$ cat config.mk
export PLATFORM = sky130hd
export DESIGN_NAME = psk_phase_selector_flat
export DESIGN_NICKNAME = d
export VERILOG_FILES = /design/src/rtl/psk_phase_selector_if.sv /design/src/rtl/psk_phase_selector.sv /design/src/flat_wrapper.sv
export SDC_FILE = /design/constraint.sdc
export NUM_CORES = 1
export LEC_CHECK = 0
export ABC_AREA = 1
export CORE_MARGIN = 1.5
export CORE_UTILIZATION = 47
export DETAILED_ROUTE_END_ITERATION = 8
export GPL_TIMING_DRIVEN = 0
export PLACE_DENSITY = 0.79
export SYNTH_ARGS = -nofsm -noshare
export SYNTH_HDL_FRONTEND = slang
export SYNTH_SLANG_ARGS = --single-unit
$ cat constraint.sdc
create_clock -name clk -period 3.4 [get_ports clk]
set_clock_uncertainty 0.1 [all_clocks]
set_input_delay 0.51 -clock clk [delete_from_list [all_inputs] [get_ports clk]]
set_output_delay 0.51 -clock clk [all_outputs]
set_load 0.02 [all_outputs]
$ cat src/rtl/psk_phase_selector_if.sv
// Symbol-in / phase-out handshake bundle for psk_phase_selector.
interface psk_phase_selector_if #(
  parameter int SEL_W   = 3,
  parameter int PHASE_W = 3
);
  logic               sym_valid;
  logic               sym_ready;
  logic [SEL_W-1:0]   sym_data;
  logic               out_valid;
  logic               out_ready;
  logic [PHASE_W-1:0] out_phase;
  logic [SEL_W-1:0]   out_index;

  modport master (
    output sym_valid, sym_data, out_ready,
    input  sym_ready, out_valid, out_phase, out_index
  );

  modport slave (
    input  sym_valid, sym_data, out_ready,
    output sym_ready, out_valid, out_phase, out_index
  );
endinterface

$ cat src/rtl/psk_phase_selector.sv
// Registered M-PSK phase selector: optional Gray decode and differential
// accumulation, table lookup, and a 2-entry output buffer whose head entry
// drives the outputs directly from flops.
module psk_phase_selector #(
  parameter int SEL_W   = 3,
  parameter int PHASE_W = 3,
  parameter int CNT_W   = 16
) (
  input  logic                            clk,
  input  logic                            reset,
  input  logic [(2**SEL_W)*PHASE_W-1:0]   phase_table,
  input  logic                            gray_en,
  input  logic                            diff_en,
  output logic [CNT_W-1:0]                sym_count,
  psk_phase_selector_if.slave             bus
);

  logic [SEL_W-1:0]   g;
  logic [SEL_W-1:0]   idx;
  logic [PHASE_W-1:0] new_phase;
  logic               push;
  logic               pop;

  logic [SEL_W-1:0]   acc_q, acc_d;
  logic [CNT_W-1:0]   cnt_q, cnt_d;
  logic               sym_ready_q, sym_ready_d;
  // Head slot is what the outputs show; tail slot is the second buffer entry.
  logic               head_v_q, head_v_d;
  logic [PHASE_W-1:0] head_p_q, head_p_d;
  logic [SEL_W-1:0]   head_i_q, head_i_d;
  logic               tail_v_q, tail_v_d;
  logic [PHASE_W-1:0] tail_p_q, tail_p_d;
  logic [SEL_W-1:0]   tail_i_q, tail_i_d;

  // Decode the incoming symbol to a table index and look up its phase.
  always_comb begin
    g = bus.sym_data;
    if (gray_en) begin
      g[SEL_W-1] = bus.sym_data[SEL_W-1];
      for (int i = SEL_W - 2; i >= 0; i--) begin
        g[i] = g[i+1] ^ bus.sym_data[i];
      end
    end
    idx       = diff_en ? (acc_q + g) : g;
    new_phase = phase_table[idx*PHASE_W +: PHASE_W];
  end

  // Buffer, accumulator and counter next state. Pushes are gated by the
  // registered ready, so a pop at full never admits a push in the same cycle.
  always_comb begin
    push     = bus.sym_valid & sym_ready_q;
    pop      = head_v_q & bus.out_ready;
    acc_d    = acc_q;
    cnt_d    = cnt_q;
    head_v_d = head_v_q;
    head_p_d = head_p_q;
    head_i_d = head_i_q;
    tail_v_d = tail_v_q;
    tail_p_d = tail_p_q;
    tail_i_d = tail_i_q;

    if (push) begin
      acc_d = idx;
      cnt_d = cnt_q + 1'b1;
    end

    if (pop) begin
      if (tail_v_q) begin
        head_p_d = tail_p_q;
        head_i_d = tail_i_q;
        tail_v_d = push;
        if (push) begin
          tail_p_d = new_phase;
          tail_i_d = idx;
        end
      end else begin
        head_v_d = push;
        if (push) begin
          head_p_d = new_phase;
          head_i_d = idx;
        end
      end
    end else if (push) begin
      if (!head_v_q) begin
        head_v_d = 1'b1;
        head_p_d = new_phase;
        head_i_d = idx;
      end else begin
        tail_v_d = 1'b1;
        tail_p_d = new_phase;
        tail_i_d = idx;
      end
    end

    sym_ready_d = !(head_v_d & tail_v_d);
  end

  // State registers with synchronous reset; reset discards buffered entries.
  always_ff @(posedge clk) begin
    if (reset) begin
      acc_q       <= '0;
      cnt_q       <= '0;
      sym_ready_q <= 1'b0;
      head_v_q    <= 1'b0;
      head_p_q    <= '0;
      head_i_q    <= '0;
      tail_v_q    <= 1'b0;
      tail_p_q    <= '0;
      tail_i_q    <= '0;
    end else begin
      acc_q       <= acc_d;
      cnt_q       <= cnt_d;
      sym_ready_q <= sym_ready_d;
      head_v_q    <= head_v_d;
      head_p_q    <= head_p_d;
      head_i_q    <= head_i_d;
      tail_v_q    <= tail_v_d;
      tail_p_q    <= tail_p_d;
      tail_i_q    <= tail_i_d;
    end
  end

  assign bus.sym_ready = sym_ready_q;
  assign bus.out_valid = head_v_q;
  assign bus.out_phase = head_p_q;
  assign bus.out_index = head_i_q;
  assign sym_count     = cnt_q;

endmodule

$ cat src/flat_wrapper.sv
// flat-port wrapper written by rule: the top's interface ports become plain ports
module psk_phase_selector_flat 
#(
  parameter int SEL_W   = 3,
  parameter int PHASE_W = 3,
  parameter int CNT_W   = 16
)
  (clk, reset, phase_table, gray_en, diff_en, sym_count, bus_sym_valid, bus_sym_data, bus_out_ready, bus_sym_ready, bus_out_valid, bus_out_phase, bus_out_index);
  psk_phase_selector_if #(.SEL_W(SEL_W), .PHASE_W(PHASE_W)) bus_i ();
  input  logic clk;
  input  logic reset;
  input  logic [(2**SEL_W)*PHASE_W-1:0] phase_table;
  input  logic gray_en;
  input  logic diff_en;
  output logic [CNT_W-1:0] sym_count;
  input wire logic [$bits(bus_i.sym_valid)-1:0] bus_sym_valid;
  input wire logic [$bits(bus_i.sym_data)-1:0] bus_sym_data;
  input wire logic [$bits(bus_i.out_ready)-1:0] bus_out_ready;
  output wire logic [$bits(bus_i.sym_ready)-1:0] bus_sym_ready;
  output wire logic [$bits(bus_i.out_valid)-1:0] bus_out_valid;
  output wire logic [$bits(bus_i.out_phase)-1:0] bus_out_phase;
  output wire logic [$bits(bus_i.out_index)-1:0] bus_out_index;
  assign bus_i.sym_valid = bus_sym_valid;
  assign bus_i.sym_data = bus_sym_data;
  assign bus_i.out_ready = bus_out_ready;
  assign bus_sym_ready = bus_i.sym_ready;
  assign bus_out_valid = bus_i.out_valid;
  assign bus_out_phase = bus_i.out_phase;
  assign bus_out_index = bus_i.out_index;
  psk_phase_selector #(.SEL_W(SEL_W), .PHASE_W(PHASE_W), .CNT_W(CNT_W)) u_core (.clk(clk), .reset(reset), .phase_table(phase_table), .gray_en(gray_en), .diff_en(diff_en), .sym_count(sym_count), .bus(bus_i));
endmodule
Fig. 1: cells by drive strength
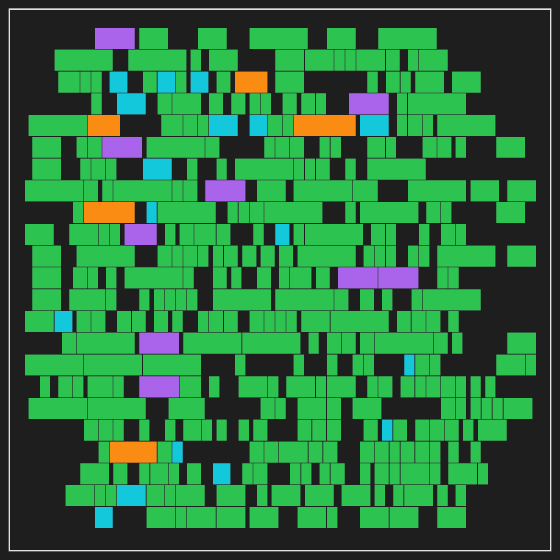
Purple stands for x6 and larger, cells 9, share 2.5%, most used clkbuf_8. Green stands for x1 and smaller, cells 325, share 91%, most used inv_1. Orange stands for x3 and x4, cells 5, share 1.4%, most used nor2_4. Cyan stands for x2, cells 17, share 4.8%, most used nand2_2.
worst setup margin: 0.3722 ns
Repair and plain buffers: 61
design area: 2678 um2
layout overhead on the synthesized area: 37.00%

Fig. 2: placed cells, one color a class
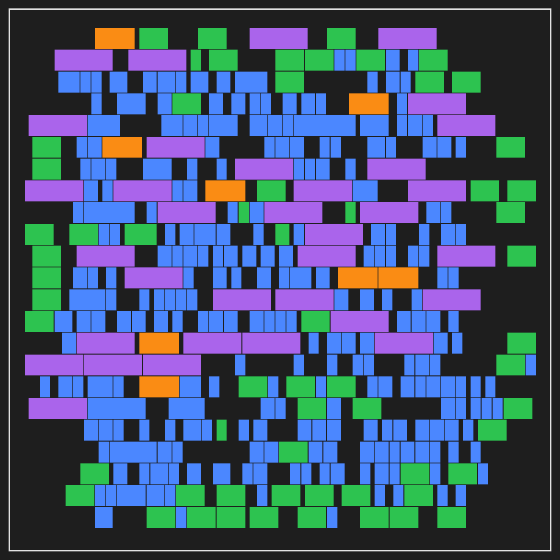
Green stands for remaining buffers and delay cells, cells 61. Orange stands for clock drivers and dummy loads, cells 8. Purple stands for registers, cells 34. Blue stands for remaining logic cells, cells 253.

Fig. 3: cell area per tile
Scale bar: 20 um. 7 x 7 tiles, from dark blue (low) to red (high), 0 to 100% covered.
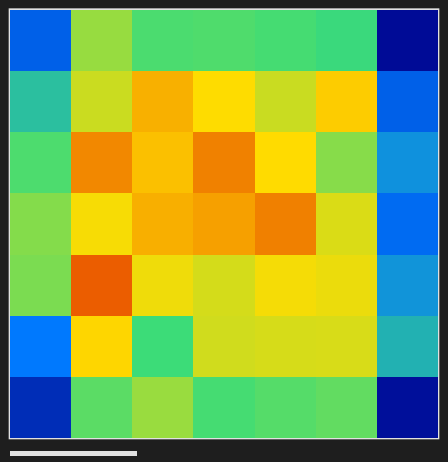
The fullest tile reaches 89%. 22% of the tiles are over 75% full. The densest ninth of the die: middle. The mean over all tiles is 57%.

Fig. 4: routing congestion map
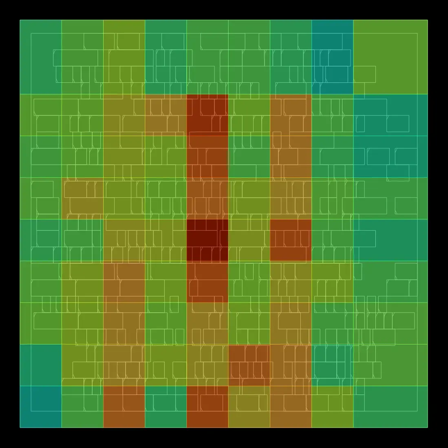
wire per inst: 11.08 um
GRT met2 Usage: 0.3664
total track usage: 0.2131
GR Util met3: 0.05500
Global Route met1 Usage: 0.2608

Fig. 5: routed metal per tile
Scale bar: 20 um. 13 x 13 tiles, from dark blue (low) to red (high), scaled to the fullest tile. Values are wire area over tile area, all layers added.
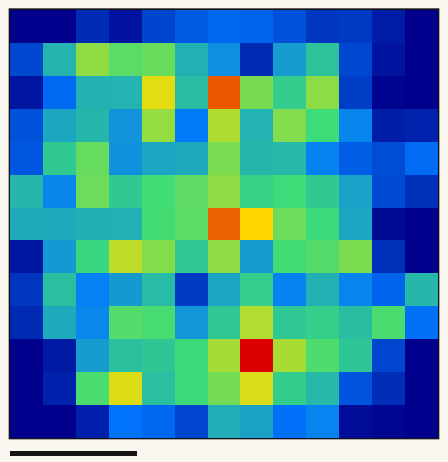
The emptiest ninth of the die: top right. 24% of the tiles are over half the peak. The fullest tile reaches 0.46. 9.5% of the tiles are nearly empty. The mean over all tiles is 0.16.

==> qor.yml <==
cells_and_area:
  comb_area_frac: 0.3757
  clock_area_frac: 0.04112
  fin_nets: 391
  fill_cells: 351
  flop-count: 34
  diodes: 0
  comb_area_um2: 1006
  n_all_inverters: 63
  clkbuf_count: 8
  multi_input_comb_cells: 190
  largest_class: "multi-input combinational cells"
detailed_routing:
  drt_iter0_markers: 108
  drc: 0
  vias: 1991
clocking:
  clock_path_buffers: 2
  cts_tree: "yes"
  cts_max_level: 2
  post_cts_buffers: 0
  numCtsBuffers: 5
  clk_pin_slew_worst_paths_ns: 0.07
  clock_latency_ns: 0.29
worst_setup_path:
  rr_worst_depth: 11
  crit_top_cell: "nand2_1"
  critical_path.max_stage_delay_ns: 0.50
  endpoint_kind: "flip-flop"
  slowest_stage: "xor2_1"
  rrSetupSlack_ns: 1.08
  r2r_start: "u_core.acc_q[0]"
  critPathCapture: "u_core.bus.out_phase[0]"
  startpoint: "bus_sym_data[2]"
  path_max_fanout: 7
  startpoint_type: "input pin"
  required_ns: 3.47
synthesis:
  netlist_area_um2: 1954
  area_leaders: "dfxtp_1, inv_1, nand2_1, nand3_1, a21oi_1"
  synth_chip_area_um2: 1954
  top_area_cell: "dfxtp_1"
  ys_seq_share: 0.3483
  synth.distinct_cells: 31
  ys_top_cells_by_count: "inv_1, nand2_1, dfxtp_1, nand3_1, a21oi_1"
  edf_count: 0
  syn_nets: 329
  synthFlopType: "dfxtp_1"
  ys.warnings.count: 0
  synth_cells: 293
  yosysMostFrequentCell: "inv_1"
  yosysTopAreaCellShare: 0.3483
sta:
  fin_setup_tns_ns: 0
  tightestPinTransition_ns: 0.6168
  fmax_ghz: 0.3303
  period_used_share: 0.8905
  finalHoldViolations: 0
  holdWs_ns: 0.3647
  maxSlewHeadroom: 0.5874
  rsz0062_at_grt: "no"
  min_period_ns: 3.028
  drv_slew: 0
  setup_viol: 0
placement:
  place_ws_ns: 0.05477
  dp_hpwl_um: 3468
  placed_area_um2: 2567
global_routing:
  top_usage_layer: "met2"
  grt_max_degree: 11
  grt_pass1_wl_um: 7293
pwr:
  power.internal_w: 0.0007063
  pwr-share-seq: 0.430
  sw_frac_of_total: 0.2737
  powerDensity_nw_per_um2: 363.2
  switchingPower_w: 0.0002662
  p_clk_w: 0.000350
  clkPwrFrac: 0.359
die:
  n_tap_cell: 50
  die_height_um: 67.49
  fp_util: 0.4886
  die_w_um: 67.49
  io_pins: 57
worst_hold_path:
  min_path_type: "flip-flop to flip-flop"
  worstHoldStart: "u_core.sym_count[15]"
job:
  maxCapViolations: 0
  tool_warnings: 26
outcome:
  status: "finished clean"
## sequential cells by signal, indices dropped and copies added (netlist names)
register and flops:
u_core.tail_p_q 3, u_core.bus.out_phase 3, u_core.sym_count 16, u_core.bus.out_valid 1
u_core.tail_i_q 3, u_core.tail_v_q 1, u_core.acc_q 3, u_core.bus.out_index 3
u_core.bus.sym_ready 1
## layer usage
metal	wire, um	share of wire
met1	2106	0.47
met2	2146	0.48
met3	195	0.043
met4	51	0.011
met5	0	0
## logic make-up after synthesis
kind of cell / synth area share
and+or+nand+nor: 0.3195
buffers and inverters: 0.1370
AOI/OAI and AO/OA: 0.1633
adders and majority gates: 0.02305
DFF: 0.3483
xor gates and xnor gates: 0.008965
## layout by cell type (no fill, tap or decap)
cell / n
nand3_1: 33
buf_6: 1
inv_1: 59
dfxtp_1: 34
clkbuf_1: 4
a21oi_1: 29
clkbuf_8: 8
o21ai_1: 1
xor2_1: 2
fa_1: 1
nand3_4: 1
o21ai_4: 1
clkdlybuf4s50_1: 55
nand2_1: 49
nand2_2: 5
nand4_1: 3
nor3b_1: 2
a211oi_1: 1
nor4_4: 1
buf_2: 1
ha_1: 2
nor2_2: 2
nor2_1: 20
or2_0: 1
nand3_2: 3
o21ai_0: 24
o21bai_1: 1
inv_2: 4
nor3_2: 1
nor3_1: 3
nor2_4: 2
o211ai_1: 1
o21ba_2: 1
## through the flow
step | util | instances
floorplan | - | 293
global placement | 0.6419 | 398
detailed placement | 0.6419 | 398
CTS | 0.6694 | 406
global route | 0.6694 | 406
finish | 0.6694 | 406
## critical path: cells and delay by family
family                     cells  cell delay (ns)
and+or+nand+nor                7             0.67
buffers and inverters          3             0.60
adders and majority gates      2             0.52
xor gates and xnor gates       1             0.50
AOI/OAI and AO/OA              3             0.27
Power is estimated from default activity; no workload was simulated.
